`src/rtl/mem_port_arbiter.sv`:
```
`default_nettype none
// ============================================================================
// Module      : mem_port_arbiter
// Description : Shares one 16-bit memory port between instruction fetch and
//               the memory stage. Data wins by default, and fetch is forced
//               a grant after STARVE_LIMIT consecutive data grants.
// Revision    : 1.0  initial release
// ============================================================================
module mem_port_arbiter #(
    parameter int STARVE_LIMIT = 4
) (
    input  logic        clk,
    input  logic        rst,
    input  logic        if_req,
    input  logic [31:0] if_addr,
    output logic [31:0] if_rdata,
    output logic        if_done,
    input  logic        dm_req,
    input  logic        dm_we,
    input  logic        dm_en32,
    input  logic [31:0] dm_addr,
    input  logic [31:0] dm_wdata,
    output logic [31:0] dm_rdata,
    output logic        dm_done,
    output logic        mem_en,
    output logic        mem_we,
    output logic [31:0] mem_addr,
    output logic [15:0] mem_wdata,
    input  logic [15:0] mem_rdata,
    output logic        stall_fetch,
    output logic        stall_mem
);

    localparam int c_CNT_W = $clog2(STARVE_LIMIT + 1);
    localparam logic [c_CNT_W-1:0] c_STARVE_MAX = c_CNT_W'(STARVE_LIMIT);
    localparam logic c_OWNER_FETCH = 1'b0;
    localparam logic c_OWNER_DATA  = 1'b1;

    typedef enum logic [1:0] {
        ST_IDLE = 2'd0,
        ST_A0   = 2'd1,
        ST_A1   = 2'd2,
        ST_FIN  = 2'd3
    } state_t;

    state_t             r_state;
    state_t             w_nextState;
    logic               r_owner;
    logic               r_wide;
    logic               r_we;
    logic [31:0]        r_base;
    logic [31:0]        r_wdata;
    logic [15:0]        r_resultHi;
    logic [c_CNT_W-1:0] r_starveCnt;
    logic [31:0]        r_ifRdata;
    logic [31:0]        r_dmRdata;

    logic               w_starved;
    logic               w_grantFetch;
    logic               w_accept;
    logic [31:0]        w_readResult;

    assign w_starved    = (r_starveCnt == c_STARVE_MAX);
    assign w_grantFetch = if_req & (~dm_req | w_starved);
    assign w_accept     = (r_state == ST_IDLE) & (if_req | dm_req);

    // mem_rdata always carries the beat issued in the previous cycle.
    assign w_readResult = r_wide ? {r_resultHi, mem_rdata} : {16'h0000, mem_rdata};

    assign if_done     = (r_state == ST_FIN) & (r_owner == c_OWNER_FETCH);
    assign dm_done     = (r_state == ST_FIN) & (r_owner == c_OWNER_DATA);
    assign stall_fetch = if_req & ~if_done;
    assign stall_mem   = dm_req & ~dm_done;
    assign if_rdata    = r_ifRdata;
    assign dm_rdata    = r_dmRdata;

    always_ff @(posedge clk or negedge rst) begin
        if (!rst) begin
            r_state <= ST_IDLE;
        end else begin
            r_state <= w_nextState;
        end
    end

    always_comb begin
        w_nextState = r_state;
        mem_en      = 1'b0;
        mem_we      = 1'b0;
        mem_addr    = 32'h0000_0000;
        mem_wdata   = 16'h0000;
        case (r_state)
            ST_IDLE: begin
                if (if_req | dm_req) begin
                    w_nextState = ST_A0;
                end
            end
            ST_A0: begin
                mem_en      = 1'b1;
                mem_we      = r_we;
                mem_addr    = r_base;
                mem_wdata   = r_wide ? r_wdata[31:16] : r_wdata[15:0];
                w_nextState = r_wide ? ST_A1 : ST_FIN;
            end
            ST_A1: begin
                mem_en      = 1'b1;
                mem_we      = r_we;
                mem_addr    = r_base + 32'd1;
                mem_wdata   = r_wdata[15:0];
                w_nextState = ST_FIN;
            end
            ST_FIN: begin
                w_nextState = ST_IDLE;
            end
            default: begin
                w_nextState = ST_IDLE;
            end
        endcase
    end

    // Request capture and starvation bookkeeping happen only on a grant.
    always_ff @(posedge clk or negedge rst) begin
        if (!rst) begin
            r_owner     <= c_OWNER_FETCH;
            r_wide      <= 1'b0;
            r_we        <= 1'b0;
            r_base      <= 32'h0000_0000;
            r_wdata     <= 32'h0000_0000;
            r_starveCnt <= '0;
        end else if (w_accept) begin
            if (w_grantFetch) begin
                r_owner     <= c_OWNER_FETCH;
                r_wide      <= 1'b1;
                r_we        <= 1'b0;
                r_base      <= if_addr;
                r_wdata     <= 32'h0000_0000;
                r_starveCnt <= '0;
            end else begin
                r_owner <= c_OWNER_DATA;
                r_wide  <= dm_en32;
                r_we    <= dm_we;
                r_base  <= dm_addr;
                r_wdata <= dm_wdata;
                if (!if_req) begin
                    r_starveCnt <= '0;
                end else if (!w_starved) begin
                    r_starveCnt <= r_starveCnt + c_CNT_W'(1);
                end
            end
        end
    end

    always_ff @(posedge clk or negedge rst) begin
        if (!rst) begin
            r_resultHi <= 16'h0000;
            r_ifRdata  <= 32'h0000_0000;
            r_dmRdata  <= 32'h0000_0000;
        end else begin
            if ((r_state == ST_A1) && !r_we) begin
                r_resultHi <= mem_rdata;
            end
            if ((r_state == ST_FIN) && !r_we) begin
                if (r_owner == c_OWNER_FETCH) begin
                    r_ifRdata <= w_readResult;
                end else begin
                    r_dmRdata <= w_readResult;
                end
            end
        end
    end

endmodule
`default_nettype wire

```
`config.mk`:
```
export PLATFORM = sky130hd
export DESIGN_NAME = mem_port_arbiter
export DESIGN_NICKNAME = d
export VERILOG_FILES = /design/src/rtl/mem_port_arbiter.sv
export SDC_FILE = /design/constraint.sdc
export NUM_CORES = 1
export LEC_CHECK = 0
export CAP_MARGIN = 20
export CORE_ASPECT_RATIO = 0.5
export CORE_UTILIZATION = 51
export CTS_CLUSTER_SIZE = 12
export DETAILED_ROUTE_END_ITERATION = 16
export PLACE_DENSITY = 0.87
export SYNTH_ARGS = -nofsm -noshare
export SYNTH_HDL_FRONTEND = slang
export SYNTH_SLANG_ARGS = --single-unit
```
`constraint.sdc`:
```
create_clock -name clk -period 6.2 [get_ports clk]
set_input_delay 0.93 -clock clk [delete_from_list [all_inputs] [get_ports clk]]
set_output_delay 0.93 -clock clk [all_outputs]
set_load 0.01 [all_outputs]
```
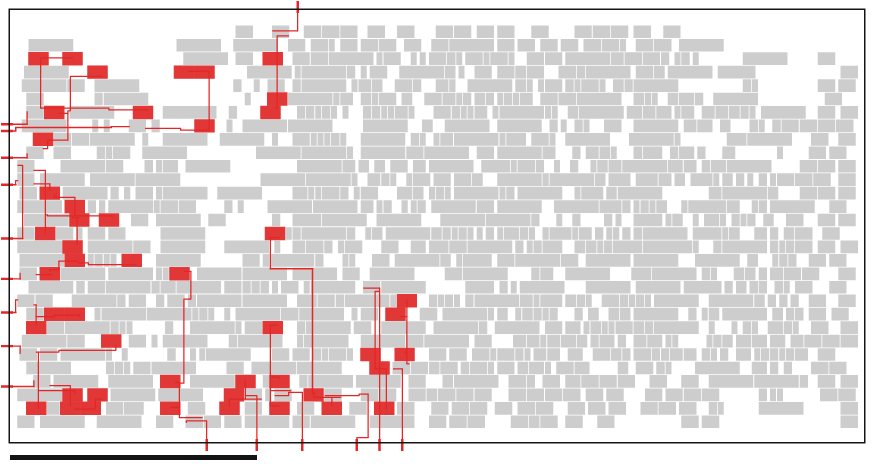
**Above:** nets reached from selected ports.
Scale bar: 50 um.
| color | port | bits | direction | edge | end cells | buffers | wire |
|---|---|---|---|---|---|---|---|
| red | mem_rdata | 16 | input | 9 left, 6 bottom, 1 top | 48 | 16 | 608 um |

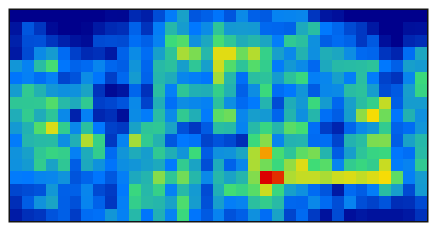
**Above:** signal metal coverage by tile.
35 x 17 tiles, from dark blue (low) to red (high), scaled to the fullest tile. Values are wire area over tile area, all layers added.
fullest tile: 0.73
densest ninth of the die: bottom center
tiles over half the peak: 10%
nearly empty tiles: 4.0%

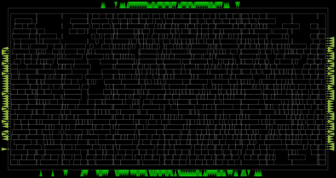
**Above:** placed standard cells.
std cell rows: 30
fin util: 75.5%
sequential share of cell area: 36.3%

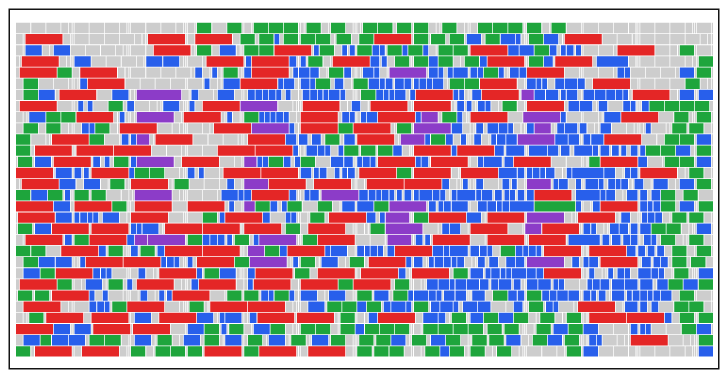
**Above:** cell classes on the final placement.
Fill, decap, tap and diode cells in gray.
| color | class | cells | share of their area |
|---|---|---|---|
| purple | clock drivers and dummy loads | 32 | 6.1% |
| green | other buffers and delay cells | 238 | 23% |
| blue | all other logic | 553 | 33% |
| red | flip-flops | 152 | 37% |

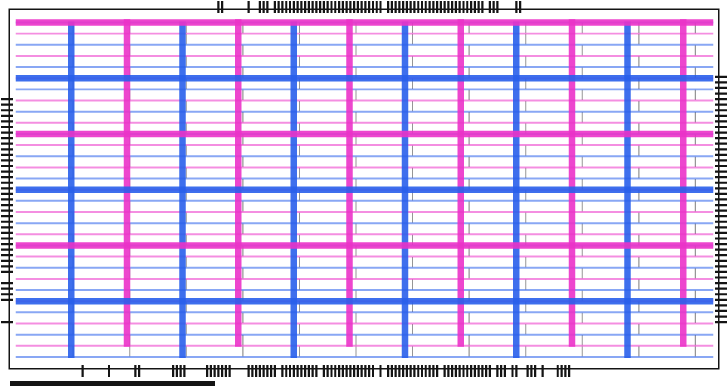
**Above:** floorplan with the power grid.
Scale bar: 50 um. Pins as bars on the die edge. Tap cells in gray.
| color | net |
|---|---|
| magenta | VDD |
| blue | VSS |
met1 rails: 31
rows: 30
met4 straps: 12
tap cells: 192
signal pins: 236

==> Slide: Implementation Results <==
Flow Results at a Glance

Synthesis
  – Area fraction in mux cells: 12.0%
  – Comb area leader: simple AND/OR/NAND/NOR gates
  – Count of library flops with an enable pin: 0
  – Top cell area share: 51.2%
  – Yosys top cell by instances: nand2_1
  – Aoi share: 14.2%
  – Seq/Total Area, Yosys: 51.2%
  – Dominant flop cell: dfrtp_1
  – Floorplan Nets: 886
  – Mean Syn Cell Area: 9.77 um2
  – Post-synth area hogs: dfrtp_1, nand2_1, o21ai_0
  – XOR/XNOR Fraction of Synth Area: 0.825%
  – Synth Warn #: 0
  – Adder Share, Synth: 1.18%
  – Flops & latches, synth: 152
  – Synth Cell Area: 7430 um2
  – Top cells by count: nand2_1, dfrtp_1, o21ai_0
  – Simple share: 16.8%
  – # Cells Yosys: 761
  – Unique masters post-synth: 43
  – Synth area leader: dfrtp_1
  – Chip area in the Yosys report: 7430 um2

Power
  – Clk pwr share: 20.4%
  – Maximum vdd drop: 301 uV
  – P_seq: 1.83 mW
  – Clk. pwr: 1.07 mW
  – Gate power share: 44.8%
  – Pwr dens: 501 nW/um2
  – P_int: 3.23 mW
  – Sw Ratio: 38.5%
  – Leak pwr: 4.53 nW
  – Combinational power: 2.35 mW
  – Part of the power in registers: 34.8%
  – Psw: 2.02 mW
  – Biggest consumer: combinational logic

Global route
  – Gr busiest metal: met2
  – Met3 Use GR: 7.55%
  – Grt met2 use: 48.2%
  – Tot GR Track Use: 27.6%
  – Grt ovf: 0
  – Initial antenna violation count: 0
  – Pin count of the biggest net entering global routing: 98
  – Global-route wire length before repair: 32800 um
  – Vias in the first global route: 6609
  – Met1 Use GR: 32.4%

Clocking
  – CTS buffer count: 17
  – # Post-CTS Setup Buffers: 0
  – CTS resizes: 0
  – Htree depth: 4
  – Clk sinks: 152
  – Clk buf depth: 2
  – Root buffer cell: clkbuf_16
  – Hold Buf Count CTS: 0
  – TritonCTS clock tree: yes

Critical path
  – Crit path max-delay family: simple AND/OR/NAND/NOR gates
  – Worst r2r dst: r_resultHi[2]
  – CP dominant cell by count: or3_1
  – Crit path required time: 5.27 ns
  – Worst-path cell chain: inv_1 -> ha_1 -> nand2_1 -> or3_1 -> or3_1 -> nand3_1 -> clkdlybuf4s50_1
  – Crit path buf inv count: 2
  – R2r setup slk: 3.73 ns
  – CP peak stage delay: 0.88 ns
  – R2R depth: 4
  – CP Class: flop to output pin
  – Critical Path Source: r_state[0]
  – Arr. time, crit path: 3.97 ns
  – Worst Path Max Fanout: 31
  – Reg-to-reg startpoint: r_state[0]
  – Startpoint Class: flop
  – CP endpoint kind: output pin
  – Critical Path End: mem_addr[31]

Routing
  – DRT Pass-1 Iters: 6
  – DR WL/cell: 17.4 um
  – Met2 WL post-DR: 10100 um
  – Drt drc: 0
  – Met1 Wirelength: 7980 um
  – Drt via density: 5.65
  – Final WL: 20300 um
  – Antenna-violating nets left: 0
  – Met3 WL: 1500 um
  – Vias: 6597
  – Uppermost layer routed: met4

Placed design
  – Placed cell count: 1134
  – Routability cong.: 0.891
  – Worst slack at placement: 1.81 ns
  – HPWL after detailed placement: 13700 um
  – # port buffers: 235
  – Placed inst area: 9830 um2

Job
  – Max cap viols: 0

Floorplanning
  – Fp util: 53.5%
  – Die Ht: 87.4 um
  – Well-Tap Cells: 192
  – Core Box Area: 13900 um2
  – Die X: 173 um
  – # IOs: 236

Min path
  – Hold Path Depth: 2
  – Origin of the worst min-delay path: dm_rdata[26]
  – Worst hold-check path type: flop to flop
  – Worst Hold End: dm_rdata[26]

Layout
  – Syn-to-layout area delta: 41.0%
  – Sequential Area: 3800 um2
  – Final cell count without fillers: 1167
  – Layout cells sized above 1: 10.4%
  – MI comb area: 3370 um2
  – Multi-input combinational area share: 32.2%
  – Non-clk bufs: 238
  – Most numerous logic cell after layout: clkdlybuf4s50_1
  – Number of nets in the layout: 1087
  – Buffer share of cell area: 22.9%
  – Top cells excl fill/tap: clkdlybuf4s50_1, nand2_1, dfrtp_1
  – Final sequential cell count: 152
  – Non-clk invs: 11
  – Mi-comb count: 542
  – Clock Network Area Fraction: 5.96%

Timing
  – Final worst setup slack: 1.30 ns
  – Max transition margin: 30.6%
  – Hold Vio Cnt, Final: 0
  – Crit share post-route: 79.0%
  – Max-slew violation count: 0
  – Final hold slack: 0.481 ns
  – Final Skew: 0.0182 ns
  – Tmin final: 4.90 ns
  – RSZ-0062 raised after global routing: false

Status
  – Status: finished clean
Power figures rest on the tool's default switching activity, not on a simulated workload.
